File: src/rtl/uart_tx_arbiter.sv
// uart_tx_arbiter
//
// Packet-atomic round-robin arbiter that shares one byte-wide UART TX
// serializer between NUM_REQ byte-stream requesters. The transmitter is
// granted for a whole packet, ending with the byte flagged by req_last. Each
// byte is paced against the serializer's busy flag. A granted requester that
// stops presenting bytes mid-packet loses its grant after IDLE_TIMEOUT idle
// cycles.
//
// Ports
//   clk_in     system clock
//   reset      synchronous, active-high reset
//   req_valid  per-requester byte valid
//   req_data   per-requester byte; requester i on bits [8i+7:8i]
//   req_last   per-requester end-of-packet marker
//   req_ready  per-requester accept (combinational)
//   tx_busy    serializer busy, high from the cycle after tx_start
//   tx_start   one-cycle launch pulse for tx_data
//   tx_data    byte to the serializer, held between starts
//   grant_id   index of the current or most recent owner
//   active     a packet is in progress
//   abort      one-cycle pulse when a grant is revoked by timeout
module uart_tx_arbiter #(
    parameter int NUM_REQ      = 2,
    parameter int IDLE_TIMEOUT = 1023
) (
    input  logic                   clk_in,
    input  logic                   reset,
    input  logic [NUM_REQ-1:0]     req_valid,
    input  logic [NUM_REQ*8-1:0]   req_data,
    input  logic [NUM_REQ-1:0]     req_last,
    output logic [NUM_REQ-1:0]     req_ready,
    input  logic                   tx_busy,
    output logic                   tx_start,
    output logic [7:0]             tx_data,
    output logic [1:0]             grant_id,
    output logic                   active,
    output logic                   abort
);

    localparam int CNT_W = $clog2(IDLE_TIMEOUT + 1);

    typedef enum logic [1:0] {
        ST_IDLE,
        ST_SEND,
        ST_WAIT_BUSY,
        ST_DRAIN
    } state_t;

    state_t             state;
    state_t             state_nxt;
    logic [1:0]         rr;
    logic [CNT_W-1:0]   idle_cnt;
    logic [CNT_W-1:0]   idle_cnt_inc;
    logic               last_flag;

    // Requester buses widened to the 4-requester maximum so a 2-bit index
    // always selects a legal bit; padding bits are zero and never win.
    logic [3:0]         valid4;
    logic [3:0]         last4;
    logic [31:0]        data32;

    logic               win_vld;
    logic [1:0]         win_id;
    logic               own_valid;
    logic               own_last;
    logic [7:0]         own_data;
    logic               xfer;
    logic               timeout_hit;
    logic               pkt_done;

    // (a + b) mod NUM_REQ for a, b < NUM_REQ: one conditional subtract suffices.
    function automatic logic [1:0] mod_add(input logic [1:0] a, input logic [1:0] b);
        logic [2:0] s;
        s = {1'b0, a} + {1'b0, b};
        if (s >= 3'(NUM_REQ)) begin
            s = s - 3'(NUM_REQ);
        end
        return s[1:0];
    endfunction

    // Idle counter increment that sticks at all-ones instead of wrapping.
    function automatic logic [CNT_W-1:0] sat_inc(input logic [CNT_W-1:0] v);
        return (v == {CNT_W{1'b1}}) ? v : v + 1'b1;
    endfunction

    assign valid4 = 4'(req_valid);
    assign last4  = 4'(req_last);
    assign data32 = 32'(req_data);

    assign own_valid    = valid4[grant_id];
    assign own_last     = last4[grant_id];
    assign own_data     = data32[{grant_id, 3'b000} +: 8];
    assign xfer         = (state == ST_SEND) && own_valid && !tx_busy;
    assign idle_cnt_inc = sat_inc(idle_cnt);
    assign timeout_hit  = (state == ST_SEND) && !own_valid &&
                          (idle_cnt_inc >= CNT_W'(IDLE_TIMEOUT));
    assign pkt_done     = (state == ST_DRAIN) && !tx_busy && last_flag;
    assign active       = (state != ST_IDLE);

    // Round-robin search starting at rr; first valid requester wins.
    always_comb begin
        win_vld = 1'b0;
        win_id  = rr;
        for (int k = 0; k < NUM_REQ; k++) begin
            if (!win_vld && valid4[mod_add(rr, 2'(k))]) begin
                win_vld = 1'b1;
                win_id  = mod_add(rr, 2'(k));
            end
        end
    end

    // Only the owner is ever offered ready, and only while in SEND.
    always_comb begin
        req_ready = '0;
        for (int i = 0; i < NUM_REQ; i++) begin
            req_ready[i] = (state == ST_SEND) && (grant_id == 2'(i)) &&
                           own_valid && !tx_busy;
        end
    end

    always_comb begin
        state_nxt = state;
        case (state)
            ST_IDLE: begin
                if (win_vld) state_nxt = ST_SEND;
            end
            ST_SEND: begin
                if (xfer)             state_nxt = ST_WAIT_BUSY;
                else if (timeout_hit) state_nxt = ST_IDLE;
            end
            ST_WAIT_BUSY: begin
                if (tx_busy) state_nxt = ST_DRAIN;
            end
            ST_DRAIN: begin
                if (!tx_busy) state_nxt = last_flag ? ST_IDLE : ST_SEND;
            end
            default: state_nxt = ST_IDLE;
        endcase
    end

    always_ff @(posedge clk_in) begin
        if (reset) begin
            state     <= ST_IDLE;
            rr        <= 2'd0;
            idle_cnt  <= '0;
            last_flag <= 1'b0;
            tx_start  <= 1'b0;
            tx_data   <= 8'h00;
            grant_id  <= 2'd0;
            abort     <= 1'b0;
        end else begin
            state    <= state_nxt;
            // Registered transfer strobe lands on the first WAIT_BUSY cycle.
            tx_start <= xfer;
            abort    <= timeout_hit;

            if (state == ST_IDLE) begin
                idle_cnt <= '0;
                if (win_vld) grant_id <= win_id;
            end

            if (xfer) begin
                tx_data   <= own_data;
                last_flag <= own_last;
                idle_cnt  <= '0;
            end else if ((state == ST_SEND) && !own_valid) begin
                idle_cnt <= idle_cnt_inc;
            end

            if (pkt_done || timeout_hit) begin
                rr <= mod_add(grant_id, 2'd1);
            end
        end
    end

endmodule

File: config.mk
export PLATFORM = sky130hd
export DESIGN_NAME = uart_tx_arbiter
export DESIGN_NICKNAME = d
export VERILOG_FILES = /design/src/rtl/uart_tx_arbiter.sv
export SDC_FILE = /design/constraint.sdc
export NUM_CORES = 1
export LEC_CHECK = 0
export ABC_AREA = 0
export CORE_AREA = 2 2 96 52
export CTS_CLUSTER_DIAMETER = 120
export DETAILED_ROUTE_END_ITERATION = 7
export DIE_AREA = 0 0 98 54
export GPL_TIMING_DRIVEN = 0
export PLACE_DENSITY_LB_ADDON = 0.08
export SLEW_MARGIN = 20
export SYNTH_ARGS = -nofsm -noshare
export SYNTH_HDL_FRONTEND = slang
export SYNTH_SLANG_ARGS = --single-unit
File: constraint.sdc
create_clock -name clk_in -period 3 [get_ports clk_in]
set_input_delay 0.45 -clock clk_in [delete_from_list [all_inputs] [get_ports clk_in]]
set_output_delay 0.45 -clock clk_in [all_outputs]
set_load 0.03 [all_outputs]
**Run 1: gate-type map**

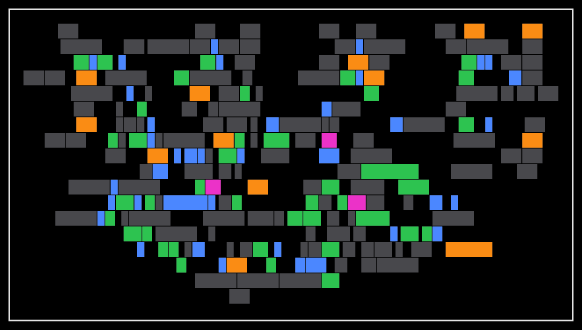
Key: green = aoi and oai cells [cells 40, most used a211oi_1]; orange = mux cells [cells 13, most used mux2i_1, where all over the die]; blue = nor cells [cells 38, most used nor2_1, where all over the die]; magenta = non-inverting ao/oa cells [cells 3, most used o21a_1]

**Run 1: supply network**

Pins as bars on the die edge.
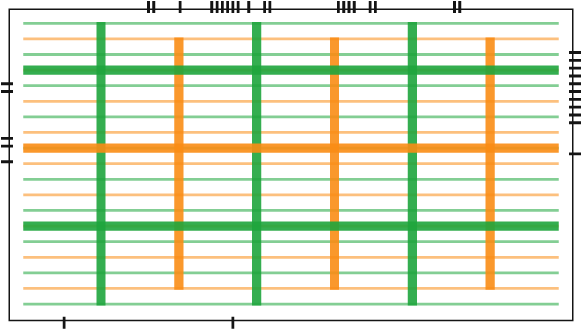
Key: orange = VDD; green = VSS
6 straps on met4. 38 signal pins sit on the boundary.

**Run 1: where the registers sit**

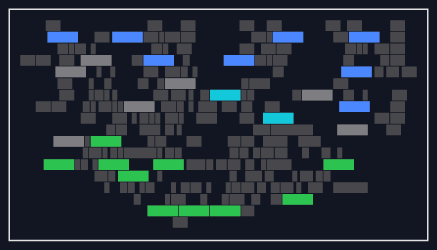
Key: cyan = rr [flops 2]; blue = tx_data [flops 8]; green = idle_cnt [flops 10]
Another 7 sequential cells are not coloured.

==> job_summary.md, run 1 <==
### Flow metrics

| Metric | Value |
|---|---|
| Status | `complete, no violations` |
| Synth Net Count | `a little under 200` |
| Worst EP required | `approximately 2.6 ns` |
| Main synth FF type | `dfxtp_1` |
| CP top delay family | `buffers and inverters` |
| Worst-margin pin slew | `approximately 0.6 ns` |
| Max-cap check violation count | `0` |
| Final Util | `43.76%` |
| CP max stage delay | `0.66 ns` |
| Global-route wire length before repair | `6561 um` |
| Comb gate area | `around 900 um^2` |
| Tot GR Track Use | `approximately 16%` |
| Max transition margin | `59.57%` |
| Mapped Cells | `169` |
| Ys flops | `27` |
| Clock Path Buffers | `2` |
| Synthesized cell area | `~1500 um^2` |
| Lkg Pwr | `around 0.00067 uW` |
| RSZ-0062 raised after global routing | `false` |
| Worst path most repeated cell | `clkdlybuf4s50_1` |
| Die span in y | `54 um` |
| Row count | `18` |
| Vias in the first global route | `between 1000 and 1500` |
| Area Overhead vs Synth | `34.03%` |
| Clock-pin slew on the worst setup and hold paths | `roughly 0.10 ns` |
| Number of nets in the layout | `236` |
| Post-DP Area | `roughly 1900 um^2` |
| DRT iter0 DRCs | `approximately 80` |
| Register area share after synthesis | `about 36%` |
| Yosys cell types | `48` |
| Cts hold-fix bufs | `0` |
| CTS tree | `done` |
| Ant diodes | `0` |
| Clock sink total | `27` |
| Tmin final | `2.863 ns` |
| Filler cells | `roughly 450` |
| Port bufs | `37` |
| TritonCTS buffer count | `3` |
| Via count | `about 1400` |
| First-pass iteration count of the detailed router | `4` |
| Setup WS post-layout | `0.1372 ns` |
| Wire length after detailed routing | `around 4200 um` |
| RD Place Congestion | `slightly below 0.9` |
| Yosys chip area | `roughly 1500 um^2` |
| H-tree lvl count | `1` |
| Mean Syn Cell Area | `around 8.8 um^2` |
| IO Count | `38` |
| Placed insts | `266` |
| Layout Cells excl Fill | `271` |
| Worst-path cell chain | `clkdlybuf4s50_1, inv_1, nand2_1, nor4_4, buf_2, and2_1, clkdlybuf4s50_1` |
| Setup violations, final | `0` |
| Synth warn | `0` |
| Top cell excl fill/tap | `clkdlybuf4s50_1` |
| Chip Area | `~5300 um^2` |
| Yosys cell count | `~170` |
| Hold/Removal Path Class | `flip-flop to flip-flop` |
| Grt ovf | `0` |
| Fp util | `32.65%` |
| Critical path class | `input pin to output port` |
| Maximum VDD drop | `approximately 0.16 mV` |
| TNS Setup | `0 ns` |
| Arr. time, crit path | `roughly 2.4 ns` |
| Drt drc | `0` |
| PwrDens | `between 300 and 400 nW/um^2` |
| CTS root buffer | `clkbuf_8` |
| Slowest-stage cell, CP | `clkdlybuf4s50_1` |
| Core area | `4572 um^2` |
[run 1: repair_timing]
item	4_1_cts	5_1_grt
pin swaps	1	0
gates resized	3	1
endpoints found under the setup margin	2	1
setup buffers	1	0
cloned	0	0
[run 1: worst register-to-register path: cells and delay by family, from the launching register on]
kind,cells,cell delay (ns)
buffers and inverters,1,0.14
adders and majority gates,1,0.39
and+or+nand+nor,3,1.01
AOI/OAI and AO/OA,2,0.21
DFF,1,0.51
muxes,1,0.32
[run 1: registers in the layout (all words and copies together) (netlist names), named ones only]
signal / cells
idle_cnt: 10
tx_data: 8
grant_id: 2
rr: 2
abort: 1
last_flag: 1
state: 1
tx_start: 1
[run 1: where the power goes]
| group | leakage (uW) | internal (uW) | switching, uW |
|---|---|---|---|
| Clock | 0.0000255 | 93.4 | 125 |
| Sequential | 0.000219 | 371 | 9.20 |
| Combinational | 0.000426 | 77.8 | 94.9 |
| Total | 0.000671 | 543 | 229 |
[run 1: path summary, 6_finish.rpt]
kind	from	to	slack (ns)	depth (start not counted)
max	tx_busy	req_ready[1]	0.14	7
max reg2reg	idle_cnt[0]	rr[1]	0.35	8
min reg2reg	tx_data[7]	tx_data[7]	0.51	2
min	tx_data[7]	tx_data[7]	0.51	2
[run 1: cell type report]
| cell class | instances | share of cell area, % |
|---|---|---|
| Inverter | 3 | 0.5629 |
| Clock buffer | 3 | 2.064 |
| Timing Repair Buffer | 38 | 18.82 |
| Buffer | 10 | 2.564 |
| Clock inverter | 1 | 0.2502 |
| Tap cell | 60 | 3.752 |
| Sequential cell | 27 | 27.02 |
| Multi-Input combinational cell | 129 | 44.97 |
[run 1: cell usage after synthesis (2+ instances only)]
master,number,area share (%)
mux2i_1,12,8.0
a311oi_1,4,2.3
and3_1,5,2.1
a21oi_1,8,2.7
dfxtp_1,27,36
o21ai_0,6,2.0
o21a_1,2,1.0
inv_1,3,0.75
a211oi_1,10,5.0
and2_1,4,1.7
nand2_1,11,2.8
a41oi_1,2,1.2
nor2b_1,5,2.1
and4_1,2,1.2
clkbuf_1,6,1.5
nand3_1,3,1.0
or3_1,2,0.84
nor2_1,25,6.3
nor3_1,3,1.0
[run 1: stage by stage]
step                      power, uW  hold slack (ns)
after global routing          807.6           0.5332
after floorplan               482.8           0.4741
final                         771.2           0.5082
after CTS                     773.8           0.5077
after detailed placement      557.9           0.4942
after global placement        554.6           0.4875
[run 1: kinds of logic after synthesis]
| kind of cell | synth area share [%] |
|---|---|
| compound gates | 22.63 |
| xor+xnor | 1.090 |
| fa+ha+maj | 0.8381 |
| buf+inv | 4.107 |
| flops | 36.21 |
| mux | 9.556 |
| simple gates | 25.57 |
[run 1: metal layers]
layer / up-vias / wire [um] / track usage, %
li1: 713 / - / -
met1: 673 / 2211 / 24.07
met2: 44 / 1690 / 22.49
met3: 2 / 269 / 4.935
met4: 0 / 27 / 4.167
met5: - / 0 / 0
==> inputs of run 2 (changes only) <==
--- a/config.mk
+++ b/config.mk
@@ -6,12 +6,14 @@
 export NUM_CORES = 1
 export LEC_CHECK = 0
 export ABC_AREA = 0
+export CAP_MARGIN = 15
 export CORE_AREA = 2 2 96 52
 export CTS_CLUSTER_DIAMETER = 120
 export DETAILED_ROUTE_END_ITERATION = 7
 export DIE_AREA = 0 0 98 54
 export GPL_TIMING_DRIVEN = 0
 export PLACE_DENSITY_LB_ADDON = 0.08
+export SETUP_SLACK_MARGIN = 0.3
 export SLEW_MARGIN = 20
 export SYNTH_ARGS = -nofsm -noshare
 export SYNTH_HDL_FRONTEND = slang
**Run 2: gate-type map**

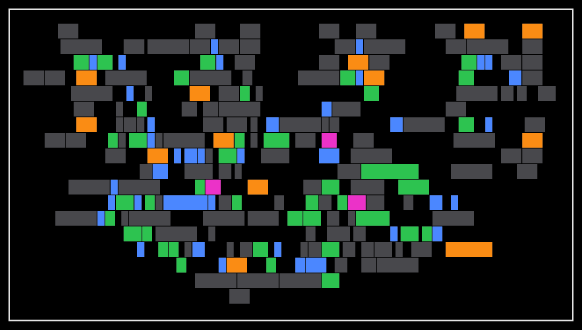
Layout Cells excl Fill: 271
multi-input combinational area share: 45.09%

**Run 2: clock wiring as the flow saved it**

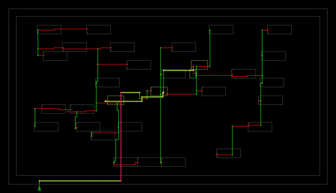
clk_lat worst skew: 0.28 ns
TritonCTS buffer count: 3
clk_skew: 0.002095 ns
Clk power: 218 uW

**Run 2: supply network**

Pins as bars on the die edge.
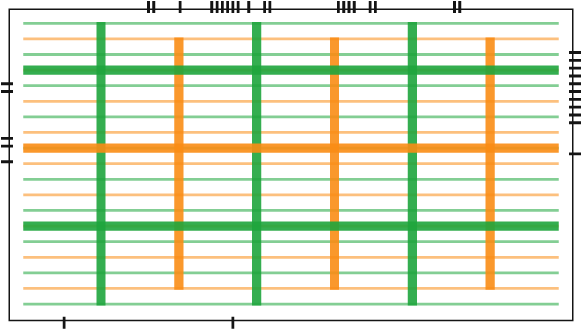
Chip Width: 98 um
maximum VDD drop: 0.1594 mV

==> run 2 against run 1 <==
Non-clock buffer count unchanged. Largest cell class unchanged. First-iteration DRC count up 11%. Clock skew is essentially flat. Hold slack about the same. Global-route usage did not move. Die size unchanged. Maximum frequency grew 12%. Critical path type unchanged. Cell count unchanged. Power hardly changed. Sequential share of layout area did not move. Via count is 0.42% higher. Clock power barely moved.
==> job_summary.md, run 2 <==
### Flow metrics

| Metric | Value |
|---|---|
| Area Overhead vs Synth | `34.03%` |
| Grt ovf | `0` |
| Yosys cell types | `48` |
| Levels on crit path | `7` |
| Critical R2R Capture | `rr[1]` |
| Tmin final | `around 2.6 ns` |
| Post-DP Area | `just under 2000 um^2` |
| Drt drc | `0` |
| Core area | `4572 um^2` |
| Lkg Pwr | `roughly 0.00067 uW` |
| Vias in the first global route | `1248` |
| Hold_sp | `tx_data[7]` |
| Worst hold stages | `2` |
| Chip Area | `5292 um^2` |
| IO Count | `38` |
| RD Place Congestion | `between 0.8 and 0.9` |
| Hold/Removal Path Class | `flip-flop to flip-flop` |
| Critical path class | `input pin to output port` |
| Register area share after synthesis | `between 30% and 40%` |
| Slowest-stage cell, CP | `clkdlybuf4s50_1` |
| Number of nets in the layout | `about 240` |
| CTS root buffer | `clkbuf_8` |
| Number of flip-flops in the largest register | `10` |
| Yosys chip area | `between 1000 and 1500 um^2` |
| Arr. time, crit path | `between 2 and 2.5 ns` |
| Max-area cell share | `36.21%` |
| Max-cap check violation count | `0` |
| Filler cells | `455` |
| Yosys cell count | `roughly 170` |
| H-tree lvl count | `1` |
| Commonest cells in the netlist | `27 x dfxtp_1, 25 x nor2_1, 12 x mux2i_1, 11 x nand2_1, 10 x a211oi_1` |
| Ys flops | `27` |
| Tot GR Track Use | `16.22%` |
| Top reg by flops | `idle_cnt` |
| Row count | `18` |
| Biggest regs | `idle_cnt x10, tx_data x8` |
| Wire length after detailed routing | `about 4200 um` |
| Worst-margin pin slew | `between 0.6 and 0.7 ns` |
| CTS tree | `done` |
| Top-count cell post-synth | `dfxtp_1` |
| Via count | `1438` |
| Top cell excl fill/tap | `clkdlybuf4s50_1` |
| Worst-path cell chain | `clkdlybuf4s50_1, inv_1, nand2_1, nor4_4, clkbuf_4, and2_1, dlygate4sd2_1` |
| Main synth FF type | `dfxtp_1` |
| Flop2flop setup slack | `roughly 0.44 ns` |
| Synth area leader | `dfxtp_1` |
| CP top delay family | `buffers and inverters` |
| PwrDens | `between 300 and 400 nW/um^2` |
| CP max stage delay | `roughly 0.42 ns` |
| Synth top area cells | `dfxtp_1 36%, mux2i_1 8.0%, nor2_1 6.3%` |
| Hold path endpoint | `tx_data[7]` |
| RR Startpoint | `idle_cnt[0]` |
| Clock-pin slew on the worst setup and hold paths | `roughly 0.10 ns` |
| First-pass iteration count of the detailed router | `4` |
| Placed insts | `approximately 270` |
| Status | `complete, no violations` |
| Fp util | `between 30% and 40%` |
| TNS Setup | `0 ns` |
| Global-route wire length before repair | `between 6000 and 7000 um` |
| Max transition margin | `between 50% and 60%` |
| Synth warn | `0` |
[run 2: cell counts after synthesis]
Identical to the previous run, type by type.
[run 2: power breakdown]
part | switching (uW) | internal [uW]
sequential | 9.29 | 371
clock | 125 | 93.5
combinational | 94.9 | 77.9
total | 229 | 543
[run 2: stage by stage]
| stage | worst slack (ns) | power (uW) |
|---|---|---|
| after floorplan | 0.5080 | 482.8 |
| after global placement | -0.3715 | 554.6 |
| after detailed placement | -0.3870 | 557.9 |
| after CTS | 0.3866 | 773.6 |
| after global routing | 0.3131 | 807.9 |
| final | 0.4329 | 771.7 |
[run 2: how the worst max path moves through the flow]
| stage | from | end | slack [ns] |
|---|---|---|---|
| detailed placement | req_valid[0] | req_ready[0] | -0.39 |
| global route | idle_cnt[0] | rr[1] | 0.31 |
| finish | tx_busy | req_ready[1] | 0.43 |
| CTS | idle_cnt[0] | rr[1] | 0.39 |
| floorplan | grant_id[0] | req_ready[0] | 0.51 |
| global placement | req_valid[1] | req_ready[0] | -0.37 |
[run 2: cell families after synthesis]
group	count (synthesis)	synth area share (%)
XOR/XNOR	1	1.090
multiplexers	13	9.556
flip-flops	27	36.21
AND/OR/NAND/NOR	71	25.57
AND-OR/OR-AND	43	22.63
buffers and inverters	13	4.107
adder cells (fa/ha/maj)	1	0.8381
[run 2: what timing repair did]
action | 4_1_cts | 5_1_grt
resized | 4 | 5
hold endpoints to repair | 0 | 0
pin swaps | 1 | 1
setup endpoints to repair | 2 | 5
setup buffers | 1 | 0
[run 2: layout make-up]
type	count	area, um^2	area share, %
repair buffers	38	371.6	18.57
plain buffers	10	53.80	2.689
flip-flops and latches	27	540.5	27.02
clock buffers	3	41.29	2.064
clock inverters	1	5.005	0.2502
inverters	3	11.26	0.5629
multi-input cells	129	902.1	45.09
well taps	60	75.07	3.752
[run 2: per-layer routing]
metal / vias to the layer above / share of wire [%] / GRT usage (%)
met1: 680 / 53 / 24.07
met3: 2 / 6.7 / 4.935
met4: 0 / 0.64 / 4.167
li1: 711 / - / -
met2: 45 / 40 / 22.49
met5: - / 0 / 0
[run 2: worst register-to-register path, delay by kind of cell (launching register included)]
family	cells	cell delay, ns
adders and majority gates	1	0.33
DFF	1	0.51
buffers and inverters	1	0.14
and+or+nand+nor	3	0.99
AOI/OAI and AO/OA	2	0.20
muxes	1	0.32
Power figures rest on the tool's default switching activity, not on a simulated workload.
